Figure 1. Gate-type map.
Scale: 4 px per µm.
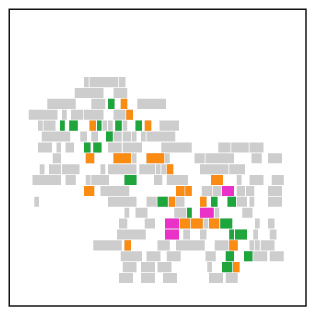
Figure 2. Signal wires by layer.
Scale: 4 px per µm.
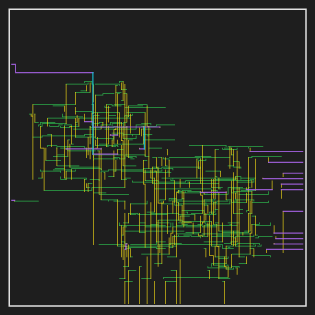
Figure 3. Clock wires, drivers and flops.
Scale: 6 px per µm.
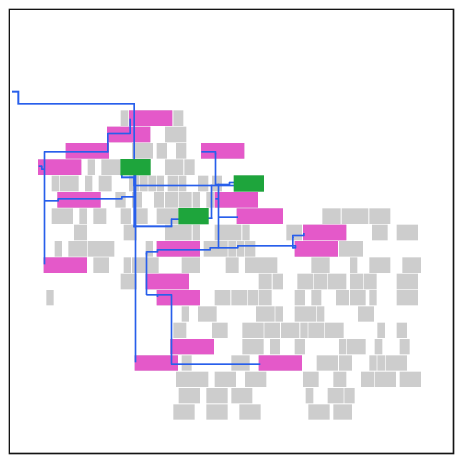
Figure 4. M3 wires.
Scale: 6 px per µm.
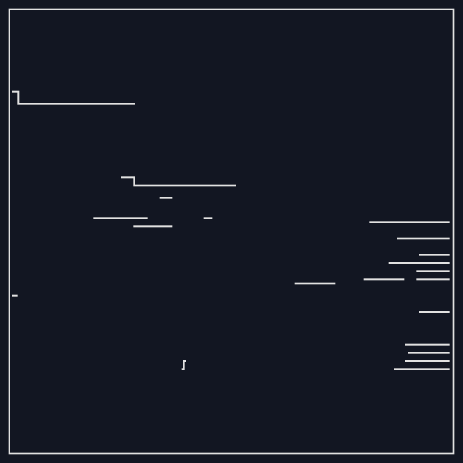
--- src/rtl/txn_pkg.sv ---
// txn_pkg: state encoding, process step codes and fail codes shared by the controller and datapath
package txn_pkg;
  typedef enum logic [3:0] {
    S_IDLE       = 4'd0,
    S_LOAD_MEM   = 4'd1,
    S_GET_PLAYER = 4'd2,
    S_GET_AMOUNT = 4'd3,
    S_CHK_AMOUNT = 4'd4,
    S_GET_KEY    = 4'd5,
    S_CHK_KEY    = 4'd6,
    S_COMMIT     = 4'd7,
    S_COMMIT_WR  = 4'd8,
    S_PASS       = 4'd9,
    S_FAIL       = 4'd10
  } state_t;
  localparam logic [2:0] PROC_IDLE   = 3'b000;
  localparam logic [2:0] PROC_AMT    = 3'b001;
  localparam logic [2:0] PROC_KEY    = 3'b010;
  localparam logic [2:0] PROC_COMMIT = 3'b100;
  localparam logic [1:0] FC_NONE     = 2'b00;
  localparam logic [1:0] FC_AMT      = 2'b01;
  localparam logic [1:0] FC_KEY      = 2'b10;
  localparam logic [1:0] FC_TIMEOUT  = 2'b11;
endpackage

--- src/rtl/transaction_control_if.sv ---
// transaction_control_if: controller-to-datapath strobes, step code and verify result
interface transaction_control_if;
  import txn_pkg::*;
  logic       load_register;
  logic       load_player;
  logic       load_amount;
  logic       load_key;
  logic       ledger_we;
  logic [2:0] process;
  logic       done_step;
  modport master (output load_register, load_player, load_amount, load_key, ledger_we, process, input done_step);
  modport slave  (input load_register, load_player, load_amount, load_key, ledger_we, process, output done_step);
endinterface

--- src/rtl/press_detect.sv ---
// press_detect: one-cycle press on the rising edge of a synchronised button level
module press_detect (
  input  logic clock,
  input  logic resetn,
  input  logic clear,
  input  logic btn,
  output logic press
);
  logic btn_q;
  always_ff @(posedge clock) btn_q <= (!resetn || clear) ? 1'b0 : btn;
  assign press = btn & ~btn_q;
endmodule

--- src/rtl/transaction_control.sv ---
// transaction_control: steps one coin transfer through the datapath; TXN_TIMEOUT_EN adds the CHK_KEY timeout exit
module transaction_control
  import txn_pkg::*;
#(
  parameter int KEY_TIMEOUT = 1023,
  parameter int AMT_SETTLE  = 3
) (
  input  logic                 clock,
  input  logic                 resetn,
  input  logic                 go,
  input  logic                 abort,
  transaction_control_if.master bus,
  output logic                 busy,
  output logic                 pass,
  output logic                 fail,
  output logic [1:0]           fail_code,
  output logic [3:0]           state_dbg
);
  localparam logic [9:0] AMT_LAST = 10'(AMT_SETTLE - 1);
  state_t     state, state_n;
  logic [1:0] fc_n;
  logic [9:0] cnt, cnt_n;
  logic       raw_press, press, counting, strobe, strobe_q;
  press_detect u_press (.clock(clock), .resetn(resetn), .clear(abort), .btn(go), .press(raw_press));
  // a press right after a strobe is dropped so strobes never sit in adjacent cycles
  assign press = raw_press & ~strobe_q;
`ifdef TXN_TIMEOUT_EN
  localparam logic [9:0] KEY_LAST = 10'(KEY_TIMEOUT - 1);
  assign counting = state == S_CHK_AMOUNT || state == S_CHK_KEY;
`else
  logic unused_key_timeout;
  assign unused_key_timeout = ^KEY_TIMEOUT;
  assign counting = state == S_CHK_AMOUNT;
`endif
  always_comb begin
    state_n = state;
    fc_n = fail_code;
    case (state)
      S_IDLE:       if (press) state_n = S_LOAD_MEM;
      S_LOAD_MEM:   state_n = S_GET_PLAYER;
      S_GET_PLAYER: if (press) state_n = S_GET_AMOUNT;
      S_GET_AMOUNT: if (press) state_n = S_CHK_AMOUNT;
      S_CHK_AMOUNT: if (cnt == AMT_LAST) begin
        state_n = bus.done_step ? S_GET_KEY : S_FAIL;
        fc_n = FC_AMT;
      end
      S_GET_KEY:    if (press) state_n = S_CHK_KEY;
`ifdef TXN_TIMEOUT_EN
      S_CHK_KEY:    if (bus.done_step) state_n = S_COMMIT;
                    else if (cnt == KEY_LAST) begin
                      state_n = S_FAIL;
                      fc_n = FC_TIMEOUT;
                    end
`else
      S_CHK_KEY:    if (bus.done_step) state_n = S_COMMIT;
`endif
      S_COMMIT:     state_n = S_COMMIT_WR;
      S_COMMIT_WR:  state_n = S_PASS;
      S_PASS,
      S_FAIL:       if (press) state_n = S_IDLE;
      default:      state_n = S_IDLE;
    endcase
    if (abort) state_n = S_IDLE;
    if (state_n != S_FAIL) fc_n = FC_NONE;
    cnt_n = (counting && state_n == state) ? (&cnt ? cnt : cnt + 10'd1) : 10'd0;
  end
  always_ff @(posedge clock) begin
    if (!resetn) begin
      state     <= S_IDLE;
      fail_code <= FC_NONE;
      cnt       <= 10'd0;
      strobe_q  <= 1'b0;
    end else begin
      state     <= state_n;
      fail_code <= fc_n;
      cnt       <= cnt_n;
      strobe_q  <= strobe;
    end
  end
  assign bus.load_register = state == S_LOAD_MEM && !abort;
  assign bus.load_player   = state == S_GET_PLAYER && press && !abort;
  assign bus.load_amount   = state == S_GET_AMOUNT && press && !abort;
  assign bus.load_key      = state == S_GET_KEY && press && !abort;
  assign bus.ledger_we     = state == S_COMMIT_WR && !abort;
  assign strobe = bus.load_register | bus.load_player | bus.load_amount | bus.load_key | bus.ledger_we;
  assign bus.process = state == S_CHK_AMOUNT ? PROC_AMT :
                       state == S_CHK_KEY    ? PROC_KEY :
                       state == S_COMMIT     ? PROC_COMMIT : PROC_IDLE;
  assign busy      = !(state == S_IDLE || state == S_PASS || state == S_FAIL);
  assign pass      = state == S_PASS;
  assign fail      = state == S_FAIL;
  assign state_dbg = state;
endmodule

--- src/flat_wrapper.sv ---
// flat-port wrapper written by rule: the top's interface ports become plain ports
module transaction_control_flat import txn_pkg::*;
#(
  parameter int KEY_TIMEOUT = 1023,
  parameter int AMT_SETTLE  = 3
)
  (clock, resetn, go, abort, busy, pass, fail, fail_code, state_dbg, bus_load_register, bus_load_player, bus_load_amount, bus_load_key, bus_ledger_we, bus_process, bus_done_step);
  transaction_control_if bus_i ();
  input  logic clock;
  input  logic resetn;
  input  logic go;
  input  logic abort;
  output logic busy;
  output logic pass;
  output logic fail;
  output logic [1:0] fail_code;
  output logic [3:0] state_dbg;
  output wire logic [$bits(bus_i.load_register)-1:0] bus_load_register;
  output wire logic [$bits(bus_i.load_player)-1:0] bus_load_player;
  output wire logic [$bits(bus_i.load_amount)-1:0] bus_load_amount;
  output wire logic [$bits(bus_i.load_key)-1:0] bus_load_key;
  output wire logic [$bits(bus_i.ledger_we)-1:0] bus_ledger_we;
  output wire logic [$bits(bus_i.process)-1:0] bus_process;
  input wire logic [$bits(bus_i.done_step)-1:0] bus_done_step;
  assign bus_load_register = bus_i.load_register;
  assign bus_load_player = bus_i.load_player;
  assign bus_load_amount = bus_i.load_amount;
  assign bus_load_key = bus_i.load_key;
  assign bus_ledger_we = bus_i.ledger_we;
  assign bus_process = bus_i.process;
  assign bus_i.done_step = bus_done_step;
  transaction_control #(.KEY_TIMEOUT(KEY_TIMEOUT), .AMT_SETTLE(AMT_SETTLE)) u_core (.clock(clock), .resetn(resetn), .go(go), .abort(abort), .bus(bus_i), .busy(busy), .pass(pass), .fail(fail), .fail_code(fail_code), .state_dbg(state_dbg));
endmodule
--- config.mk ---
export PLATFORM = sky130hd
export DESIGN_NAME = transaction_control_flat
export DESIGN_NICKNAME = d
export VERILOG_FILES = /design/src/rtl/txn_pkg.sv /design/src/rtl/transaction_control_if.sv /design/src/rtl/press_detect.sv /design/src/rtl/transaction_control.sv /design/src/flat_wrapper.sv
export SDC_FILE = /design/constraint.sdc
export NUM_CORES = 1
export LEC_CHECK = 0
export CAP_MARGIN = 40
export CORE_MARGIN = 4
export CORE_UTILIZATION = 25
export CTS_BUF_LIST = sky130_fd_sc_hd__clkbuf_8
export CTS_CLUSTER_DIAMETER = 30
export DETAILED_ROUTE_END_ITERATION = 8
export GPL_ROUTABILITY_DRIVEN = 0
export SLEW_MARGIN = 20
export SYNTH_ARGS = -nofsm -noshare
export SYNTH_HDL_FRONTEND = slang
export SYNTH_SLANG_ARGS = --single-unit
--- constraint.sdc ---
create_clock -name clock -period 2.1 [get_ports clock]
set_input_delay 0.21 -clock clock [delete_from_list [all_inputs] [get_ports clock]]
set_output_delay 0.21 -clock clock [all_outputs]
set_load 0.01 [all_outputs]
==> Changelog: implementation <==
### Implementation results

- Via count of the first global-routing pass: about 900
- Wire length of the first global-routing pass: 4120 µm
- Post-CTS setup repair buffer count: 0
- FP Rows: 23
- H-tree depth reported by CTS: 1
- Max Fanout on Critical Path: 5
- Final core utilization: 34.3%
- Crit end category: primary output
- Cell at the root of the clock tree: clkbuf_8
- Uppermost layer routed: met4
- Number of vias per cell after detailed routing: 4.91
- DRT Pass-1 Iters: 6
- Net count reported at finish: around 160
- Count of pins on the block boundary: 22
- Share of flip-flops with an asynchronous set or reset after synthesis: 0%
- Number of placed instances, taps included: 202
- Post-Place Cell Area: 0.00135 mm²
- Final critical-path required period: 2.00 ns
- PnR worst setup slack: a little under 0.1 ns
- Number of distinct library cells after synthesis: about 48
- Series of cell instances along the critical path: or2_4, or2_2, nor2_1, clkdlybuf4s50_1
- Aggregate negative setup slack: 0 ns
- PortBufs: 20
- Number of cell instances after yosys synthesis: 133
- Sequential share of the synthesized area: 31.4%
- Register-to-register setup slack: between 0.2 and 0.3 ns
- Core Util at FP: 26.5%
- Max-capacitance violation count: 0
- Number of antenna cells inserted: 0
- Critical path arrival: roughly 1.8 ns
- Cell Count, Final, Fillers Out: 206
- Flip-flops with a built-in enable: 0
- Tool warnings: 27
- Post-synthesis area per instance: 8.14 µm²
- Type of element launching the critical path: flip-flop
- Number of buffers created by CTS: 3
- Post-synth design cell area: 0.00108 mm²
- #FFs+latches synth: 17
- Worst path top cell family by delay: simple AND/OR/NAND/NOR gates
- # setup viols final: 0
- Buffers plus inverters on the worst setup path: 1
- Post-synth area from yosys stat: between 0.001 and 0.0015 mm²
- Min-delay worst type: flip-flop to flip-flop
- TritonCTS sink count: 17
- Synth Net Count: 140
- Worst slack at placement: -0.294 ns
- Synthesis-to-layout area growth: 29.4%
- Yosys warns: 0
- DP Wirelength: 1830 µm
- Post-CTS resize count: 5
- Average detailed-routed wire length per instance: 11.9 µm
- Worst-case hold slack: 0.561 ns
- Peak supply drop: ~0.35 mV
- Antenna violations before repair: 0
- Placeable core region: 0.00409 mm²
- Most common reg cell: dfxtp_1
- Share of cells above drive strength 1: 17.9%
- Maximum number of pins on one net before global-route repair: 14
- Post-layout total power: 0.646 mW
- Die Height: between 70 and 80 µm
- TritonCTS clock tree: yes
- Maximum operating frequency: 0.499 GHz
- Setup repair after global routing missed its margin: false
- Standard cell with the maximum stage delay on the critical path: clkdlybuf4s50_1
- Hold violation total from the final report: 0
- Overall die width: 73.8 µm
- Number of DRC markers after the initial detailed-route iteration: between 50 and 60
- Layout Cell Area excl Fill: between 0.001 and 0.0015 mm²
- Fraction of the cycle the final worst path needs: a little over nine tenths
- Clock buffer depth: 2
- Global route overflow: 0
- Gate Count Post-Synth: 133
- Routed length on met2: 1080 µm
- Global routing usage summed across all routing layers: 9.56%
- Hold buffer count at CTS: 0
- Met1 Wirelength: 1190 µm
- Kind of critical path: flip-flop to primary output
- Total count of max-transition violations in the final report: 0
- Outcome: completed
- Leakage: 0.487 nW
- Clock transition time at the flip-flop clock pins of the worst setup and hold paths: roughly 0.07 ns
- CP max stage delay: 0.54 ns
- Total die size: 0.00545 mm²
- Total DRC errors in the routed layout: 0
- P per Cell Area: 462 mW/mm²
- Antenna Nets Post-Route: 0
- Routed wire length on met3: roughly 160 µm
- Crit path DRT: roughly 1.9 ns
Notes on Figure 1 above:
legend:
  magenta:
    family: AND-OR and OR-AND gates
    cells: 4
  orange:
    family: inverting AOI/OAI gates
    cells: 20
  green:
    family: NAND gates
    cells: 20

Notes on Figure 2 above:
legend:
  yellow:
    layer: met2
    wire_length: 1080 µm
  green:
    layer: met1
    wire_length: 1190 µm
  cyan:
    layer: met4
    wire_length: 25.8 µm
  purple:
    layer: met3
    wire_length: 158 µm

Notes on Figure 3 above:
legend:
  blue:
    item: clock wires
    length: 268 µm
  magenta:
    item: flip-flops
    count: 17
  green:
    item: cells driving clock nets
    count: 3
routed clock nets: 4
Clock group: 0.249 mW
clock network latency to the later pin of the worst-skew pair: 0.25 ns
Final Skew: 0.00532 ns
clock network power share: 38.5%

Notes on Figure 4 above:
share of all routed wire: 6.4%
main direction: horizontal
wire length on this layer: 158 µm
longest straight run: 19.3 µm
nets with wire on the layer: 19
met3 track demand over resource: 3.01%
DR vias: 1011
aggregate routed wire length: 2450 µm

==> layout by cell type, fill, tap and decap left out, drive strengths merged, types with 2 or more instances in the layout <==
cell,synthesis,layout
nand3b,2,2
a21oi,4,4
and4b,2,2
and3,2,2
xor2,4,4
or2,2,2
nor4,4,4
nor3b,2,2
clkbuf,4,5
a211oi,4,4
dfxtp,17,17
o22ai,2,2
nor3,5,5
nand4,2,2
nor2,24,24
ha,2,2
clkdlybuf4s50,0,17
nand2,4,4
a311oi,2,2
nand2b,6,6
nand3,6,6
nor4b,3,3
inv,3,3
o21ai,6,6
xnor2,2,2
buf,4,7
==> power breakdown <==
group          internal, mW  switching, mW  leakage (nW)
registers             0.325        0.00183         0.138
clock network         0.132          0.117        0.0255
logic                0.0360         0.0348         0.323
total                 0.493          0.154         0.487
==> cell type report <==
class | count | area (µm²)
Timing Repair Buffer | 27 | 241
Multi-Input combinational cell | 105 | 697
Clock inverter | 1 | 5.00
Fill cell | 458 | 2690
Sequential cell | 17 | 342
Tap cell | 50 | 62.6
Inverter | 3 | 11.3
Clock buffer | 3 | 41.3
==> sequential cells by signal, indices dropped and copies added, names as in the netlist <==
register and flops:
u_core.cnt 10, u_core.fail_code 1, u_core.state_dbg 4, u_core.strobe_q 1, u_core.u_press.btn_q 1
==> worst paths after layout <==
| kind | endpoint | depth (start not counted) | start |
|---|---|---|---|
| worst max-delay path | bus_ledger_we | 4 | u_core.state_dbg[0]$_SDFF_PN0_ |
| worst min-delay path | u_core.cnt[8]$_SDFFE_PN0N_ | 2 | u_core.cnt[8]$_SDFFE_PN0N_ |
| worst max register to register | u_core.cnt[5]$_SDFFE_PN0N_ | 6 | u_core.cnt[1]$_SDFFE_PN0N_ |
| worst min register to register | u_core.cnt[8]$_SDFFE_PN0N_ | 2 | u_core.cnt[8]$_SDFFE_PN0N_ |
==> metal layers <==
metal / up-vias / global-route usage [%]
li1: 525 / -
met1: 456 / 12.4
met2: 26 / 15.3
met3: 4 / 3.01
met5: - / 0
met4: 0 / 2.41
==> worst reg2reg max path: cells and delay by family, from the launching register on <==
family / cells / cell delay, ns
fa+ha+maj: 1 / 0.24
simple gates: 4 / 0.91
xor+xnor: 1 / 0.16
flops: 1 / 0.41
==> Yosys cell counts, types with 2 or more instances <==
master    instances  area share [%]
nand2b_1          5             2.9
nand3b_1          2             1.4
inv_1             3             1.0
a311oi_1          2             1.6
nand4_1           2             1.2
or2_2             2             1.2
xor2_1            4             3.2
nor4_1            4             2.3
o21ai_0           6             2.8
nor3_1            4             1.8
o22ai_1           2             1.2
ha_1              2             2.3
nor2_1           23             8.0
clkbuf_1          4             1.4
dfxtp_1          17              31
a211oi_1          3             2.1
nand3_1           6             2.8
and3_1            2             1.2
xnor2_1           2             1.6
a21oi_1           4             1.8
nor4b_2           2             2.8
buf_4             2             1.4
nand2_1           4             1.4
and4b_1           2             1.8
==> logic make-up after synthesis <==
group,synth area share (%)
AND/OR/NAND/NOR,37.9
AND-OR/OR-AND,16.0
flip-flops,31.4
buffers and inverters,5.32
XOR/XNOR,4.86
adder cells (fa/ha/maj),3.24
other,0.346
multiplexers,0.925
Power figures rest on the tool's default switching activity, not on a simulated workload.
